==> config.mk <==
export PLATFORM = sky130hd
export DESIGN_NAME = ozphy_polling_ltssm
export DESIGN_NICKNAME = d
export VERILOG_FILES = /design/src/rtl/ozphy_pkg.sv /design/src/rtl/ozphy_os_gen.sv /design/src/rtl/ozphy_polling_ltssm.sv
export SDC_FILE = /design/constraint.sdc
export NUM_CORES = 1
export LEC_CHECK = 0
export CAP_MARGIN = 20
export CORE_UTILIZATION = 30
export DETAILED_ROUTE_END_ITERATION = 7
export SYNTH_ARGS = -nofsm -noshare
export SYNTH_HDL_FRONTEND = slang
export SYNTH_SLANG_ARGS = --single-unit
==> constraint.sdc <==
create_clock -name clk -period 6.6 [get_ports clk]
set_input_delay 1.98 -clock clk [delete_from_list [all_inputs] [get_ports clk]]
set_output_delay 1.98 -clock clk [all_outputs]
set_load 0.05 [all_outputs]
Fig. 1: run 1, drive-strength map
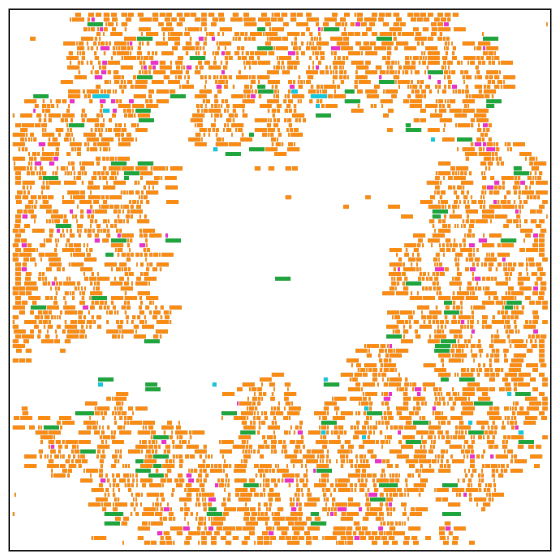
Key: x2 = magenta [cells 110]; x6 and larger = green [cells 93]; x1 and smaller = orange [cells 3419]; x3 and x4 = cyan [cells 16]
Non-CTS buffers: 389
fin worst setup slack: 2.303 ns

Fig. 2: run 1, cells colored by class
Bar = 100 um. Fill, decap, tap and diode cells in gray.
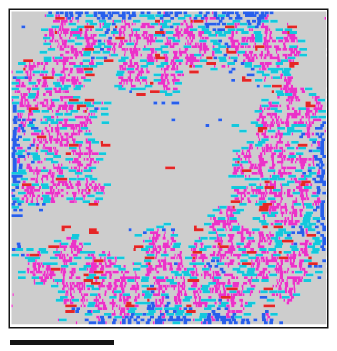
Key: remaining logic cells = magenta [cells 2567, share of their area 47%]; clock drivers and dummy loads = red [cells 122, share of their area 7.0%]; remaining buffers and delay cells = blue [cells 389, share of their area 12%]; sequential cells = cyan [cells 560, share of their area 34%]
fin util: 37.24%
Core Region: 91660 um2

Fig. 3: run 1, metal 2
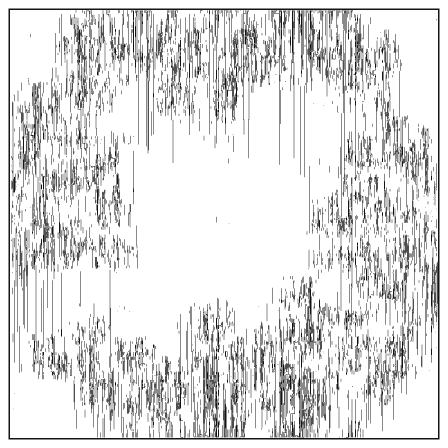
3143 nets have wire on it. The layer carries 33.5 mm of wire. The wires run mostly vertical.
Routed Wire Length: 73.64 mm
met2 GRT Util: 24.85%

Fig. 4: run 1, clock nets
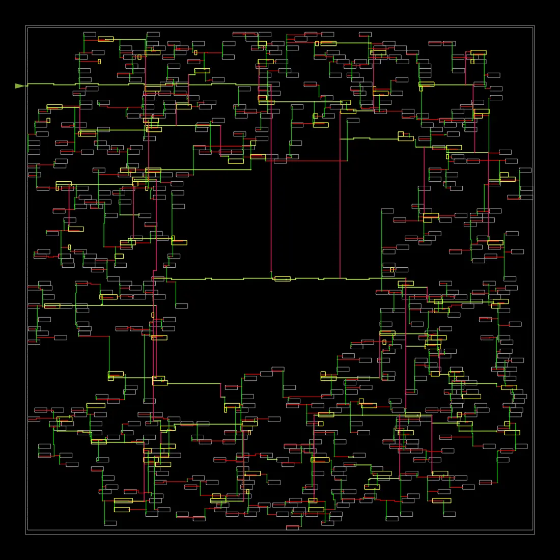
Layout clock buffers: 95
clk_lat worst skew: 0.62 ns
clock distribution power: 3.83 mW

==> results.ini, run 1 <==
[status]
outcome=finished clean

[power]
powerDensity_nw_per_um2=224.0
comb_power_share_pct=5.0
power.share.clock_pct=50.1
p_seq_share_pct=44.9
p_sw_mw=1.817
swShare_pct=23.77
comb_cell_power_mw=0.382
seq-power_mw=3.43

[yosys]
numSynthFlops=560
ys_top_cells_by_count=560 x dfxtp_1, 468 x nor2_1, 234 x nand2_1, 231 x a21oi_1, 158 x nand3_1
synth_top_cell_by_count=dfxtp_1
ff_type=dfxtp_1
ys_seq_share_pct=40.44
async_flop_share_pct=0
edf_count=0
yosys-stat-cells=3328
top_area_cell=dfxtp_1
netlist_top_cells_area=dfxtp_1 40%, nor2_1 6.3%, a21oi_1 4.2%, buf_4 3.5%, nand2_1 3.2%

[final_layout]
final-nonclk-buf-share_pct=11.37
inv_count=83
drive_above_1_share_pct=6.020
logic_gates=2484
sh_comb_area_pct=43.80
largest_class=multi-input combinational cells
layout_top_cell=dfxtp_1
syn2layout_area_growth_pct=23.14
flop-count=560
final-clk-cell-share_pct=6.718
final_cells=4826

[drt]
vias=24350
wl_met2_mm=33.51
top_layer=met4
firstDrtPassIters=6
met1_length_mm=34.02

[setup_path]
rr_worst_depth=7
endpoint_kind=flip-flop
worstPathMaxFanout=7
path_class=input port to flip-flop
reg2reg_slack_ns=3.20

[die]
tap_cells=1186
initial_utilization_pct=30.24
chipHeight_um=306.0
chip_area_um2=93620

[final_timing]
finClkSkew_ns=0.02250
finalSetupViolCount=0
finalCriticalPeriod_ns=4.297
slew_headroom_pct=37.11
fmax_ghz=0.2327
rsz0062_at_grt=false

[clock_network]
clk_pin_slew_worst_paths_ns=0.06
cts_resized=0
cts_made_buffers=67
post_cts_buffers=0
cts_tree=yes
cts_sinks=560
htree_levels=3
clockRootBuffer=clkbuf_16

[grt]
gr-usage-all-layers_pct=15.27
overflow=0
antenna_found_initial=2
grt_pass1_wl_mm=119.0

[placed_design]
place_congestion=0.8297
portBuffers=385
dp.cells=4702

[hold_path]
hold_class=flip-flop to flip-flop

[run]
openroad.warnings=26

[run 1: kinds of logic after synthesis]
logic type	count (synthesis)	synth area share (%)
flops	560	40.44
other cells	1	0.01353
simple gates	1507	28.10
mux	31	1.164
fa+ha+maj	48	2.166
xor+xnor	152	4.802
compound gates	714	17.26
buf+inv	315	6.048
[run 1: layer usage]
metal / up-vias / global-route usage [%]
met5: - / 0
met4: 0 / 6.100
met2: 493 / 24.85
met1: 11400 / 19.57
met3: 114 / 3.304
li1: 12340 / -
[run 1: critical path, cell delays in order]
cell and delay (ns):
clkdlybuf4s50_1 0.41, nor4_1 0.50, buf_4 0.22, a211o_1 0.12, a21oi_1 0.06, a311oi_1 0.54
mux2i_1 0.59, a211oi_1 0.11, or2_1 0.25
==> inputs of run 2 (changes only) <==
==> constraint.sdc (replaced) <==
create_clock -name clk -period 4.3 [get_ports clk]
set_input_delay 1.29 -clock clk [delete_from_list [all_inputs] [get_ports clk]]
set_output_delay 1.29 -clock clk [all_outputs]
set_load 0.05 [all_outputs]
Fig. 5: run 2, metal 2
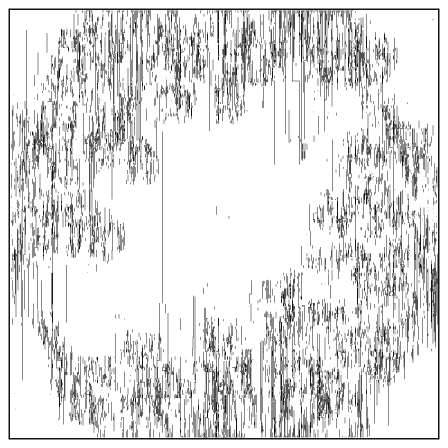
3148 nets have wire on it. The longest straight run is 123 um. The layer holds 46% of the routed length. The wires run mostly vertical.
via count: 24450
Routed Wire Length: 73.25 mm
met2 GRT Util: 25.05%

Fig. 6: run 2, cells colored by class
Bar = 100 um. Fill, decap, tap and diode cells in gray.
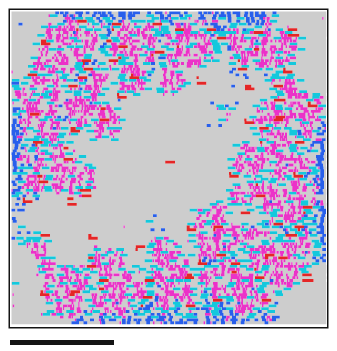
Key: remaining buffers and delay cells = blue [cells 411, share of their area 12%]; remaining logic cells = magenta [cells 2567, share of their area 47%]; sequential cells = cyan [cells 560, share of their area 34%]; clock drivers and dummy loads = red [cells 118, share of their area 6.8%]
num rows: 111
Seq area share: 32.75%

==> results.ini, run 2 <==
[status]
outcome=finished clean

[grt]
grt_use_met3_pct=3.207  ; -0.097 points
overflow=0  ; unchanged
gr-usage-all-layers_pct=15.36  ; +0.088 points
grt_pass1_wl_mm=119.3  ; +0.19%
grtUsageMet1_pct=19.91  ; +0.34 points
antenna_found_initial=1  ; -1
busiest_layer=met2

[clock_network]
cts_tree=yes
htree_levels=3  ; unchanged
cts_resized=0  ; unchanged
post_cts_buffers=0  ; unchanged
clockRootBuffer=clkbuf_16
clk_pin_slew_worst_paths_ns=0.06  ; about the same
cts_sinks=560  ; unchanged
cts_made_buffers=67  ; unchanged
clk_latency_ns=0.63  ; about the same

[setup_path]
cp_slowest_cell=clkdlybuf4s50_1
cp.required_ns=3.01
worstPathMaxFanout=18  ; +11
path_class=flip-flop to output port
max_stage_delay_ns=0.98  ; +0.39 ns
cp_top_family=buffers and inverters
reg2reg_slack_ns=1.23  ; -1.97 ns
rr_worst_depth=7  ; unchanged
path_buffers=1  ; -1
endpoint_kind=output port
cp_cell_sequence=clkdlybuf4s50_1

[die]
initial_utilization_pct=30.24  ; unchanged
core_area_um2=91660  ; unchanged
chip_area_um2=93620  ; unchanged
chipHeight_um=306.0  ; unchanged
tap_cells=1186  ; unchanged

[yosys]
edf_count=0  ; unchanged
netlist_top_cells_area=dfxtp_1 40%, nor2_1 6.3%, a21oi_1 4.2%, buf_4 3.5%, nand2_1 3.2%
async_flop_share_pct=0  ; unchanged
synthCells=3328
ys_types=101
ys_top_cells_by_count=560 x dfxtp_1, 468 x nor2_1, 234 x nand2_1, 231 x a21oi_1, 158 x nand3_1
ys_seq_share_pct=40.44  ; unchanged
ff_type=dfxtp_1
yosys-stat-cells=3328  ; unchanged
synth_top_cell_by_count=dfxtp_1
numSynthFlops=560  ; unchanged
top_area_cell=dfxtp_1

[drt]
wl_met3_mm=3.606
firstDrtPassIters=5  ; -1
top_layer=met5
wl_met2_mm=33.63  ; +0.37%
met1_length_mm=33.79  ; -0.67%

[final_layout]
final-nonclk-buf-share_pct=11.82  ; +0.45 points
flop-count=560  ; unchanged
final-clk-cell-share_pct=6.513  ; -0.21 points
layout_top_cell=dfxtp_1
clockBufferCount=92  ; -3.2%
post-route-util_pct=37.35  ; +0.11 points
n_all_buffers=411  ; +5.7%
drive_above_1_share_pct=6.510  ; +0.49 points
syn2layout_area_growth_pct=23.49
fillCellCount=9348
logic_gates=2484  ; unchanged
inv_count=83  ; unchanged
final_cells=4842  ; +0.33%
sh_comb_area_pct=43.67  ; -0.12 points
largest_class=multi-input combinational cells

[final_timing]
slew_headroom_pct=41.50  ; +4.4 points
rsz0062_at_grt=false
finClkSkew_ns=0.02977  ; +0.007272 ns
finalCriticalPeriod_ns=3.549
finalSetupViolCount=0  ; unchanged
fmax_ghz=0.2818
setup_slack_ns=0.7510  ; -1.552 ns

[placed_design]
portBuffers=385  ; unchanged
place_congestion=0.8322  ; +0.30%
dp.cells=4724  ; +0.47%

[power]
p_seq_share_pct=45.4  ; +0.5 points
ir_worst_vdd_mv=0.2583
p_sw_mw=2.730  ; +50%
power.share.clock_pct=49.5  ; -0.6 points
comb_power_share_pct=5.2  ; +0.2 points
powerDensity_nw_per_um2=339.2  ; +51%
swShare_pct=23.51  ; -0.26 points

[run]
openroad.warnings=26  ; unchanged

[hold_path]
hold_class=flip-flop to flip-flop

==> run 2: power by group through the flow <==
stage	registers (mW)	clock network [mW]	logic, mW
2_1_floorplan	5.40	0	0.363
3_3_place_gp	5.38	0	0.602
3_5_place_dp	5.38	0	0.602
4_1_cts	5.26	5.96	0.605
5_1_grt	5.27	6.18	0.653
6_report	5.27	5.74	0.601
==> run 2: cells by family after synthesis <==
family	Yosys count	synth area share (%)
DFF	560	40.44
other	1	0.01353
adders and majority gates	48	2.166
buffers and inverters	315	6.048
and+or+nand+nor	1507	28.10
muxes	31	1.164
xor gates and xnor gates	152	4.802
AOI/OAI and AO/OA	714	17.26
Power and IR drop assume default switching activity.
